<file path="config.mk">
export PLATFORM = sky130hd
export DESIGN_NAME = cell_button_conditioner
export DESIGN_NICKNAME = d
export VERILOG_FILES = /design/src/rtl/cell_button_conditioner.sv
export SDC_FILE = /design/constraint.sdc
export NUM_CORES = 1
export LEC_CHECK = 0
export CORE_ASPECT_RATIO = 2
export CORE_MARGIN = 2
export CORE_UTILIZATION = 30
export CTS_CLUSTER_SIZE = 30
export DETAILED_ROUTE_END_ITERATION = 16
export GPL_TIMING_DRIVEN = 0
export SLEW_MARGIN = 20
export SYNTH_ARGS = -nofsm -noshare
export SYNTH_HDL_FRONTEND = slang
export SYNTH_SLANG_ARGS = --single-unit
</file>
<file path="constraint.sdc">
create_clock -name clk -period 1.9 [get_ports clk]
set_input_delay 0.19 -clock clk [delete_from_list [all_inputs] [get_ports clk]]
set_output_delay 0.19 -clock clk [all_outputs]
set_load 0.005 [all_outputs]
</file>
<file path="src/rtl/cell_button_conditioner.sv">
// Nine-cell button front end: 2-flop synchroniser, per-bit debounce and a press arbiter that emits
// at most one single-cycle pulse per physical press. Define CELL_GAME_OVER_LOCK_EN to add game_over.
module cell_button_conditioner #(
    parameter int DEBOUNCE_CYCLES = 16
) (
    input  logic       clk,
    input  logic       reset,
    input  logic [8:0] raw_btn,
`ifdef CELL_GAME_OVER_LOCK_EN
    input  logic       game_over,
`endif
    output logic [8:0] btn_pulse,
    output logic       press_err,
    output logic       busy
);

    localparam int CNT_W = $clog2(DEBOUNCE_CYCLES + 1);
    localparam logic [CNT_W-1:0] CNT_MAX = CNT_W'(DEBOUNCE_CYCLES - 1);

    typedef enum logic {
        IDLE,
        WAIT_RELEASE
    } state_t;

    logic [8:0] sync1_reg;
    logic [8:0] sync2_reg;
    logic [8:0] stable;
    logic [8:0] stable_d_reg;
    logic [8:0] req;
    logic       one_hot;
    logic       lock;
    state_t     state_reg;
    logic [1:0] settle_reg;
    logic       post_reset_reg;

`ifdef CELL_GAME_OVER_LOCK_EN
    assign lock = game_over;
`else
    assign lock = 1'b0;
`endif

    always_ff @(posedge clk) begin
        if (!reset) begin
            sync1_reg    <= 9'd0;
            sync2_reg    <= 9'd0;
            stable_d_reg <= 9'd0;
        end else begin
            sync1_reg    <= raw_btn;
            sync2_reg    <= sync1_reg;
            stable_d_reg <= stable;
        end
    end

    genvar gi;
    generate
        for (gi = 0; gi < 9; gi++) begin : g_debounce
            logic [CNT_W-1:0] cnt_reg;
            logic             stable_reg;

            always_ff @(posedge clk) begin
                if (!reset) begin
                    cnt_reg    <= '0;
                    stable_reg <= 1'b0;
                end else if (sync2_reg[gi] == stable_reg) begin
                    cnt_reg <= '0;
                end else if (cnt_reg == CNT_MAX) begin
                    stable_reg <= sync2_reg[gi];
                    cnt_reg    <= '0;
                end else begin
                    cnt_reg <= cnt_reg + CNT_W'(1);
                end
            end

            assign stable[gi] = stable_reg;
        end
    endgenerate

    assign req     = stable & ~stable_d_reg;
    assign one_hot = ((req & (req - 9'd1)) == 9'd0);
    assign busy    = (state_reg != IDLE);

    // Right after reset the synchroniser still holds zeros, so stable==0 says nothing about the
    // real buttons. The first exit from WAIT_RELEASE therefore waits until sync2 carries post-reset
    // samples and shows no button pressed; a button held through reset must be released first.
    always_ff @(posedge clk) begin
        if (!reset) begin
            state_reg      <= WAIT_RELEASE;
            btn_pulse      <= 9'd0;
            press_err      <= 1'b0;
            settle_reg     <= 2'd0;
            post_reset_reg <= 1'b1;
        end else begin
            btn_pulse <= 9'd0;
            press_err <= 1'b0;
            if (settle_reg != 2'd2) begin
                settle_reg <= settle_reg + 2'd1;
            end
            case (state_reg)
                IDLE: begin
                    if (req != 9'd0) begin
                        state_reg <= WAIT_RELEASE;
                        if (!lock) begin
                            if (one_hot) begin
                                btn_pulse <= req;
                            end else begin
                                press_err <= 1'b1;
                            end
                        end
                    end
                end
                WAIT_RELEASE: begin
                    if ((stable == 9'd0) &&
                        (!post_reset_reg || ((settle_reg == 2'd2) && (sync2_reg == 9'd0)))) begin
                        state_reg      <= IDLE;
                        post_reset_reg <= 1'b0;
                    end
                end
                default: begin
                    state_reg <= WAIT_RELEASE;
                end
            endcase
        end
    end

endmodule
</file>
==> flow_metrics.py, run 1 <==
# Synthesis and PnR figures
metrics = {
    "synthesis": {
        "mux_share_pct": 2.56,
        "synth_cell_type_count": 34,
        "most_repeated_cell_in_the_gate_level_netlist_after_synthesis": "dfxtp_1",
        "fraction_of_synthesis_flops_using_an_asynchronous_set_or_reset_pin_pct": 0,
        "ys_seq_elements": 95,
        "yosys.area_share.adder_pct": 6.75,
    },
    "clock_network": {
        "post_cts.resized_instances": 0,
        "clk_latency_ns": 0.34,
        "cts-hold-fix-buffers": 0,
        "tritoncts.num_buffers": 9,
    },
    "finish": {
        "seq_area_share_pct": 45.2,
        "top_area_cell_class": "registers",
        "non_clock_buffer_area_share_pct": 5.44,
        "final_area_um2": 4210,
    },
    "route": {
        "remaining_design_rule_violation_count": 0,
        "drt-wirelength-per-cell_um": 10.2,
        "num_vias": 2158,
    },
    "floorplanning": {
        "core_region_area_um2": 11600,
        "tap_cells": 145,
        "io-pin-count": 22,
    },
    "global_routing": {
        "global_route.usage.total_pct": 9.57,
        "groute.layer.met1.usage_pct": 12.2,
        "grt_most_used_layer": "met2",
        "groute.layer.met2.usage_pct": 13.7,
    },
    "setup_path": {
        "crit-reg2reg-capture": "btn_pulse[2]$_SDFF_PP0_",
        "worstPathArrival_ns": 1.94,
        "critical-path-top-delay-family": "simple AND/OR/NAND/NOR gates",
        "timing.critical_path.to_type": "register",
        "ff2ff_setup_slack_ns": 0.20,
        "critical_path.reg2reg.startpoint": "g_debounce[3].stable_reg$_SDFFE_PN0P_",
    },
    "final_timing": {
        "max-slew-margin-rel_pct": 64.8,
        "setup_viol_count_final": 0,
        "finalSetupTns_ns": 0,
    },
    "place": {
        "dpl_worst_slack_ns": 0.0984,
    },
    "job": {
        "maxCapViolCount": 0,
    },
    "pwr": {
        "power_switching_share_pct": 20.5,
        "p_int_uw": 3240,
        "comb_power_share_pct": 4.9,
    },
    "run_status": {
        "status": "finished clean",
    },
}
==> run 1: per-layer routing <==
metal / vias to the layer above / wire length, um
li1: 1166 / -
met3: 10 / 177
met5: - / 0
met1: 951 / 2590
met2: 31 / 2340
met4: 0 / 160
==> run 1: power by group through the flow <==
stage | clock network, uW | registers [uW] | logic [uW]
finish | 1780 | 2090 | 201
CTS | 1840 | 2090 | 206
detailed placement | 0 | 2140 | 203
floorplan | 0 | 2130 | 135
global route | 1920 | 2100 | 235
global placement | 0 | 2140 | 202
==> run 1: metrics by stage <==
stage          hold WS, ns  instances
3_3_place_gp         0.416        502
6_report             0.428        517
4_1_cts              0.414        517
5_1_grt              0.424        517
2_1_floorplan        0.317        336
3_5_place_dp         0.418        502
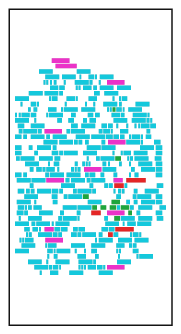
Figure 1: run 1, sizing map.
Drawn at 2 px/um.
[_6 and larger] magenta | cells: 12 | most used: clkbuf_16
[_3 and _4 cells] red | cells: 5
[_0 and _1 cells] cyan | cells: 345 | most used: dfxtp_1
[_2 cells] green | cells: 10 | most used: nand2b_2
final worst-path setup slack: 0.199 ns
Plain + repair buffers: 26
relative area change from synthesis to final layout: 19.6%

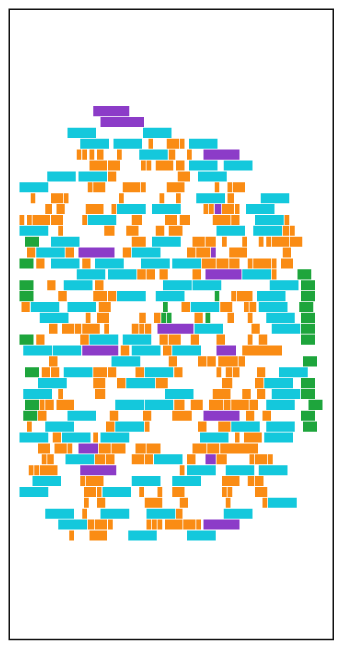
Figure 2: run 1, cell classes on the final placement.
Drawn at 4 px/um.
[combinational and other logic] orange | cells: 236 | share of their area: 40%
[sequential cells] cyan | cells: 95 | share of their area: 47%
[clock drivers and dummy loads] purple | cells: 15 | share of their area: 7.4%
[remaining buffers and delay cells] green | cells: 26 | share of their area: 5.7%

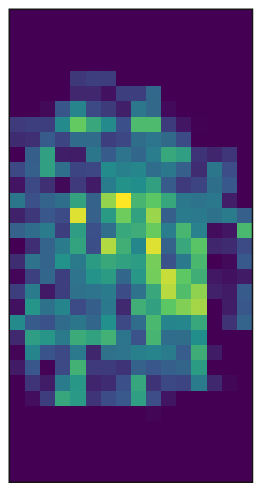
Figure 3: run 1, routed metal per tile.
Drawn at 3 px/um. The die is cut into 16 by 31 equal tiles; dark purple is low, yellow is high, scaled to the fullest tile. Values are wire area over tile area, all layers added.
nearly empty tiles: 43%
mean over tiles: 0.066
tiles over half the peak: 15%
fullest tile: 0.31

Figure 4. Met3 routing (run 1).
Drawn at 3 px/um.
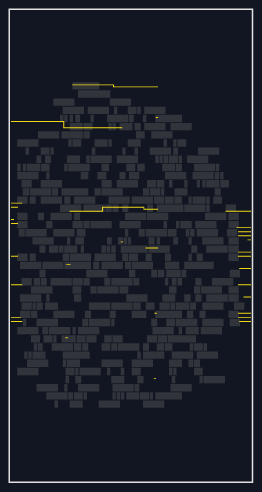

==> inputs of run 2 (changes only) <==
--- a/config.mk
+++ b/config.mk
@@ -6,7 +6,6 @@
 export NUM_CORES = 1
 export LEC_CHECK = 0
 export CORE_ASPECT_RATIO = 2
-export CORE_MARGIN = 2
 export CORE_UTILIZATION = 30
 export CTS_CLUSTER_SIZE = 30
 export DETAILED_ROUTE_END_ITERATION = 16
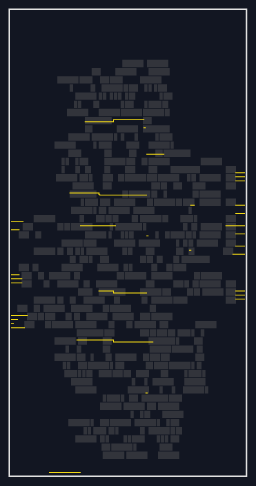
Figure 5: run 2, met3 routing.
Drawn at 3 px/um.
wire length on this layer: 187 um
longest straight run: 15.6 um
main direction: horizontal
share of all routed wire: 3.5%
nets with wire on the layer: 24
Post-Route WL: 5.30 mm
met3 track utilization from global routing: 2.99%

==> run 2 against run 1 <==
First-iteration DRC count shrank 7.3%. Core utilization grew 0.57 points. Largest power group unchanged. Critical path depth is the same. Fmax shrank 1.9%. Area after synthesis is the same.
==> flow_metrics.py, run 2 <==
# Synthesis and PnR figures
metrics = {
    "route": {
        "drt-wirelength-per-cell_um": 10.3,
        "dr.first_iter.drc_count": 38,
        "num_vias": 2198,
        "remaining_design_rule_violation_count": 0,
        "ant_nets": 0,
        "route.met3.wl_um": 187,
        "wl_met2_mm": 2.65,
        "routedLengthMet1_mm": 2.28,
        "highest-signal-layer": "met4",
    },
    "synthesis": {
        "enable_flop_cells": 0,
        "xor_area_share_pct": 7.75,
        "ys_chip_area_um2": 3520,
        "yosys.area_share.adder_pct": 6.75,
        "mux_share_pct": 2.56,
        "most_repeated_cell_in_the_gate_level_netlist_after_synthesis": "dfxtp_1",
        "flop_cell": "dfxtp_1",
        "ys_seq_elements": 95,
        "syn-cell-area_um2": 3520,
        "fraction_of_synthesis_flops_using_an_asynchronous_set_or_reset_pin_pct": 0,
        "synth_cell_type_count": 34,
    },
    "final_timing": {
        "hold_slack_ns": 0.430,
        "post-route-worst-setup-slack_ns": 0.167,
        "finalSetupTns_ns": 0,
        "period_minus_ws_final_ns": 1.73,
        "max-slew-margin-rel_pct": 66.3,
        "clock.fmax_mhz": 577,
        "setup_viol_count_final": 0,
    },
    "setup_path": {
        "worstPathArrival_ns": 1.95,
        "critical-path-top-delay-family": "simple AND/OR/NAND/NOR gates",
        "ff2ff_setup_slack_ns": 0.17,
        "timing.critical_path.to_type": "register",
        "crit-reg2reg-capture": "btn_pulse[5]$_SDFF_PP0_",
        "reg2reg_depth": 5,
        "critical_path.reg2reg.startpoint": "g_debounce[2].stable_reg$_SDFFE_PN0P_",
    },
    "floorplanning": {
        "io-pin-count": 22,
        "chipHeight_um": 155,
        "core_region_area_um2": 11400,
    },
    "clock_network": {
        "tritoncts.num_buffers": 9,
        "clk_latency_ns": 0.34,
        "setup_bufs_post_cts": 0,
    },
    "global_routing": {
        "grt_most_used_layer": "met2",
        "grt_pass1_wl_mm": 9.77,
        "groute.layer.met1.usage_pct": 10.7,
        "first_global_vias": 2237,
        "groute.layer.met2.usage_pct": 17.8,
        "global_route.usage.total_pct": 10.4,
    },
    "job": {
        "maxCapViolCount": 0,
    },
    "place": {
        "placed_cell_count": 499,
        "dp_hpwl_mm": 3.93,
        "dpl_worst_slack_ns": 0.106,
    },
    "pwr": {
        "power_per_cell_area_nw_per_um2": 945,
    },
    "run_status": {
        "status": "finished clean",
    },
    "finish": {
        "stdcell_count": 515,
    },
}
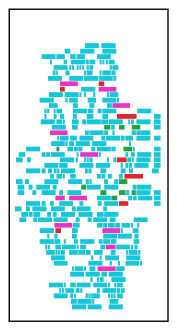
Figure 6: run 2, sizing map.
Drawn at 2 px/um.
[_0 and _1 cells] cyan | cells: 344 | most used: dfxtp_1
[_3 and _4 cells] red | cells: 7 | most used: clkinv_4
[_2 cells] green | cells: 11 | most used: nand2b_2
[_6 and larger] magenta | cells: 11 | most used: clkbuf_16
relative area change from synthesis to final layout: 19.3%
area of all placed cells without fillers: 4200 um^2

[run 2: cell counts after synthesis]
Identical to the previous run, type by type.
[run 2: layout make-up]
class	instances	area, um^2	area share, %
plain buffers	5	18.8	0.447
clock buffers	12	256	6.10
clock inverters	4	30.0	0.715
inverters	22	82.6	1.97
multi-input cells	214	1520	36.3
flip-flops and latches	95	1900	45.3
well taps	142	178	4.23
repair buffers	21	210	5.00
[run 2: timing repair]
| action | CTS | global route |
|---|---|---|
| hold buffers | 0 | 0 |
| endpoints found under the setup margin | 0 | 1 |
| resized | 0 | 1 |
| endpoints found under the hold margin | 0 | 0 |
[run 2: power by group]
group	internal, uW	switching (uW)	leakage (uW)
clock network	960	714	0.000139
registers	2050	40.2	0.000770
logic	108	96.9	0.000779
Figure 7. Routed metal per tile (run 2).
Drawn at 3 px/um. The die is cut into 16 by 31 equal tiles; dark purple is low, yellow is high, scaled to the fullest tile. Values are wire area over tile area, all layers added.
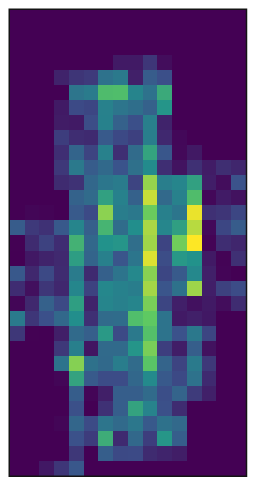

==> inputs of run 3 (changes only) <==
--- a/config.mk
+++ b/config.mk
@@ -10,7 +10,7 @@
 export CTS_CLUSTER_SIZE = 30
 export DETAILED_ROUTE_END_ITERATION = 16
 export GPL_TIMING_DRIVEN = 0
-export SLEW_MARGIN = 20
+export MAX_ROUTING_LAYER = met4
 export SYNTH_ARGS = -nofsm -noshare
 export SYNTH_HDL_FRONTEND = slang
 export SYNTH_SLANG_ARGS = --single-unit
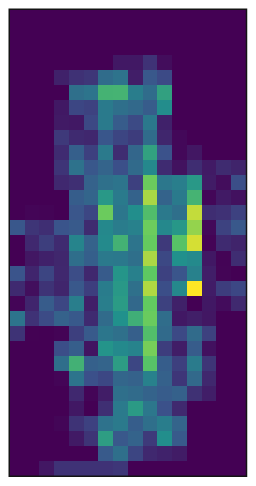
Figure 8: run 3, routed metal per tile.
Drawn at 3 px/um. The die is cut into 16 by 31 equal tiles; dark purple is low, yellow is high, scaled to the fullest tile. Values are wire area over tile area, all layers added.
tiles over half the peak: 7.5%
fullest tile: 0.39
densest ninth of the die: centre
mean over tiles: 0.069
emptiest ninth of the die: north-east

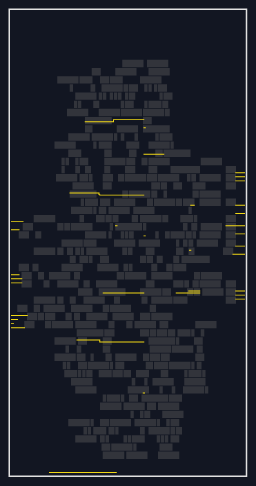
Figure 9: run 3, met3 routing.
Drawn at 3 px/um.
via count of the routed design: 2218
Post-Route WL: 5.31 mm

==> run 3 against run 2 <==
Die size is the same. Register-to-register slack is essentially flat. First-iteration DRC count is the same. Core utilization is the same. Non-clock buffer count is the same. Total power is essentially flat. Final area is the same. Area after synthesis is the same. Combinational power is essentially flat. Sequential share of layout area is the same. Sequential power is essentially flat. Largest power group unchanged.
==> flow_metrics.py, run 3 <==
# Synthesis and PnR figures
metrics = {
    "run_status": {
        "status": "finished clean",
    },
    "setup_path": {
        "crit-reg2reg-capture": "btn_pulse[0]$_SDFF_PP0_",
        "reg2reg_depth": 5,
        "timing.critical_path.to_type": "register",
        "ff2ff_setup_slack_ns": 0.17,
        "critical_path.reg2reg.startpoint": "g_debounce[2].stable_reg$_SDFFE_PN0P_",
        "critical-path-top-delay-family": "simple AND/OR/NAND/NOR gates",
        "worstPathArrival_ns": 1.95,
    },
    "synthesis": {
        "xor_area_share_pct": 7.75,
        "ys_seq_elements": 95,
        "synth_nets": 366,
        "synth_cell_type_count": 34,
        "mux_share_pct": 2.56,
        "most_repeated_cell_in_the_gate_level_netlist_after_synthesis": "dfxtp_1",
        "syn-cell-area_um2": 3520,
        "yosys.area_share.adder_pct": 6.75,
        "synth_area_leader_cell": "dfxtp_1",
        "enable_flop_cells": 0,
        "flop_cell": "dfxtp_1",
        "ys_chip_area_um2": 3520,
        "fraction_of_synthesis_flops_using_an_asynchronous_set_or_reset_pin_pct": 0,
    },
    "pwr": {
        "power_switching_share_pct": 21.5,
        "power_per_cell_area_nw_per_um2": 946,
        "net-switching-power_uw": 854,
        "power.sequential.fraction_pct": 52.7,
        "power_leader": "registers",
        "power.combinational.total_uw": 205,
        "power.clock.fraction_pct": 42.2,
        "comb_power_share_pct": 5.2,
        "p_int_uw": 3120,
        "clock_group_power_uw": 1680,
        "pwr.group.sequential_uw": 2090,
    },
    "route": {
        "routedLengthMet1_mm": 2.28,
        "wl_met2_mm": 2.65,
        "drt-wirelength-per-cell_um": 10.3,
        "remaining_design_rule_violation_count": 0,
        "highest-signal-layer": "met4",
        "dr.first_iter.drc_count": 38,
        "drtPass1Iterations": 4,
        "route.met3.wl_um": 193,
        "ant_nets": 0,
    },
    "global_routing": {
        "grt_pass1_wl_mm": 9.76,
        "met3_usage_pct": 2.99,
        "groute.layer.met2.usage_pct": 17.8,
        "global_route.usage.total_pct": 10.7,
        "first_global_vias": 2240,
        "antenna_violations_before_repair": 0,
        "groute.layer.met1.usage_pct": 10.7,
        "grt_most_used_layer": "met2",
    },
    "floorplanning": {
        "io-pin-count": 22,
        "core_region_area_um2": 11400,
        "chipHeight_um": 155,
    },
    "clock_network": {
        "tritoncts.num_buffers": 9,
        "cts_root_buffer": "clkbuf_16",
        "cts-hold-fix-buffers": 0,
        "clk_latency_ns": 0.34,
        "tritoncts": "yes",
        "clk_path_buf_depth": 2,
    },
    "finish": {
        "area_growth_pct": 19.3,
        "stdcell_count": 515,
        "final_area_um2": 4200,
        "num_antenna_cells": 0,
    },
    "place": {
        "placed_cell_count": 499,
        "dpl_worst_slack_ns": 0.106,
        "place.gp.congestion": 0.823,
        "dp_hpwl_mm": 3.93,
    },
    "final_timing": {
        "post-route-worst-setup-slack_ns": 0.166,
        "setup_viol_count_final": 0,
        "hold_slack_ns": 0.430,
        "finalSetupTns_ns": 0,
        "period_minus_ws_final_ns": 1.73,
        "max-slew-margin-rel_pct": 66.0,
        "clock.fmax_mhz": 577,
    },
    "job": {
        "maxCapViolCount": 0,
    },
    "min_path": {
        "hold_start": "raw_btn[3]",
    },
}
==> run 3: cell counts in the layout (fill, tap and decap cells not counted) <==
No cell type changed its count.
==> run 3: area by class of cell <==
| type | count | area, um^2 | share of cell area, % |
|---|---|---|---|
| buffer | 5 | 18.8 | 0.447 |
| clock buffer | 12 | 256 | 6.10 |
| clock inverter | 4 | 30.0 | 0.715 |
| inverter | 22 | 82.6 | 1.97 |
| multi-input combinational | 214 | 1520 | 36.3 |
| sequential | 95 | 1900 | 45.3 |
| tap | 142 | 178 | 4.23 |
| timing repair buffer | 21 | 210 | 5.00 |
==> run 3: what timing repair did <==
action                                  4_1_cts  5_1_grt
buffers inserted                              0        0
resized                                       0        1
endpoints found under the setup margin        0        1
No activity file was given, so power comes from the tool's default toggle rates.
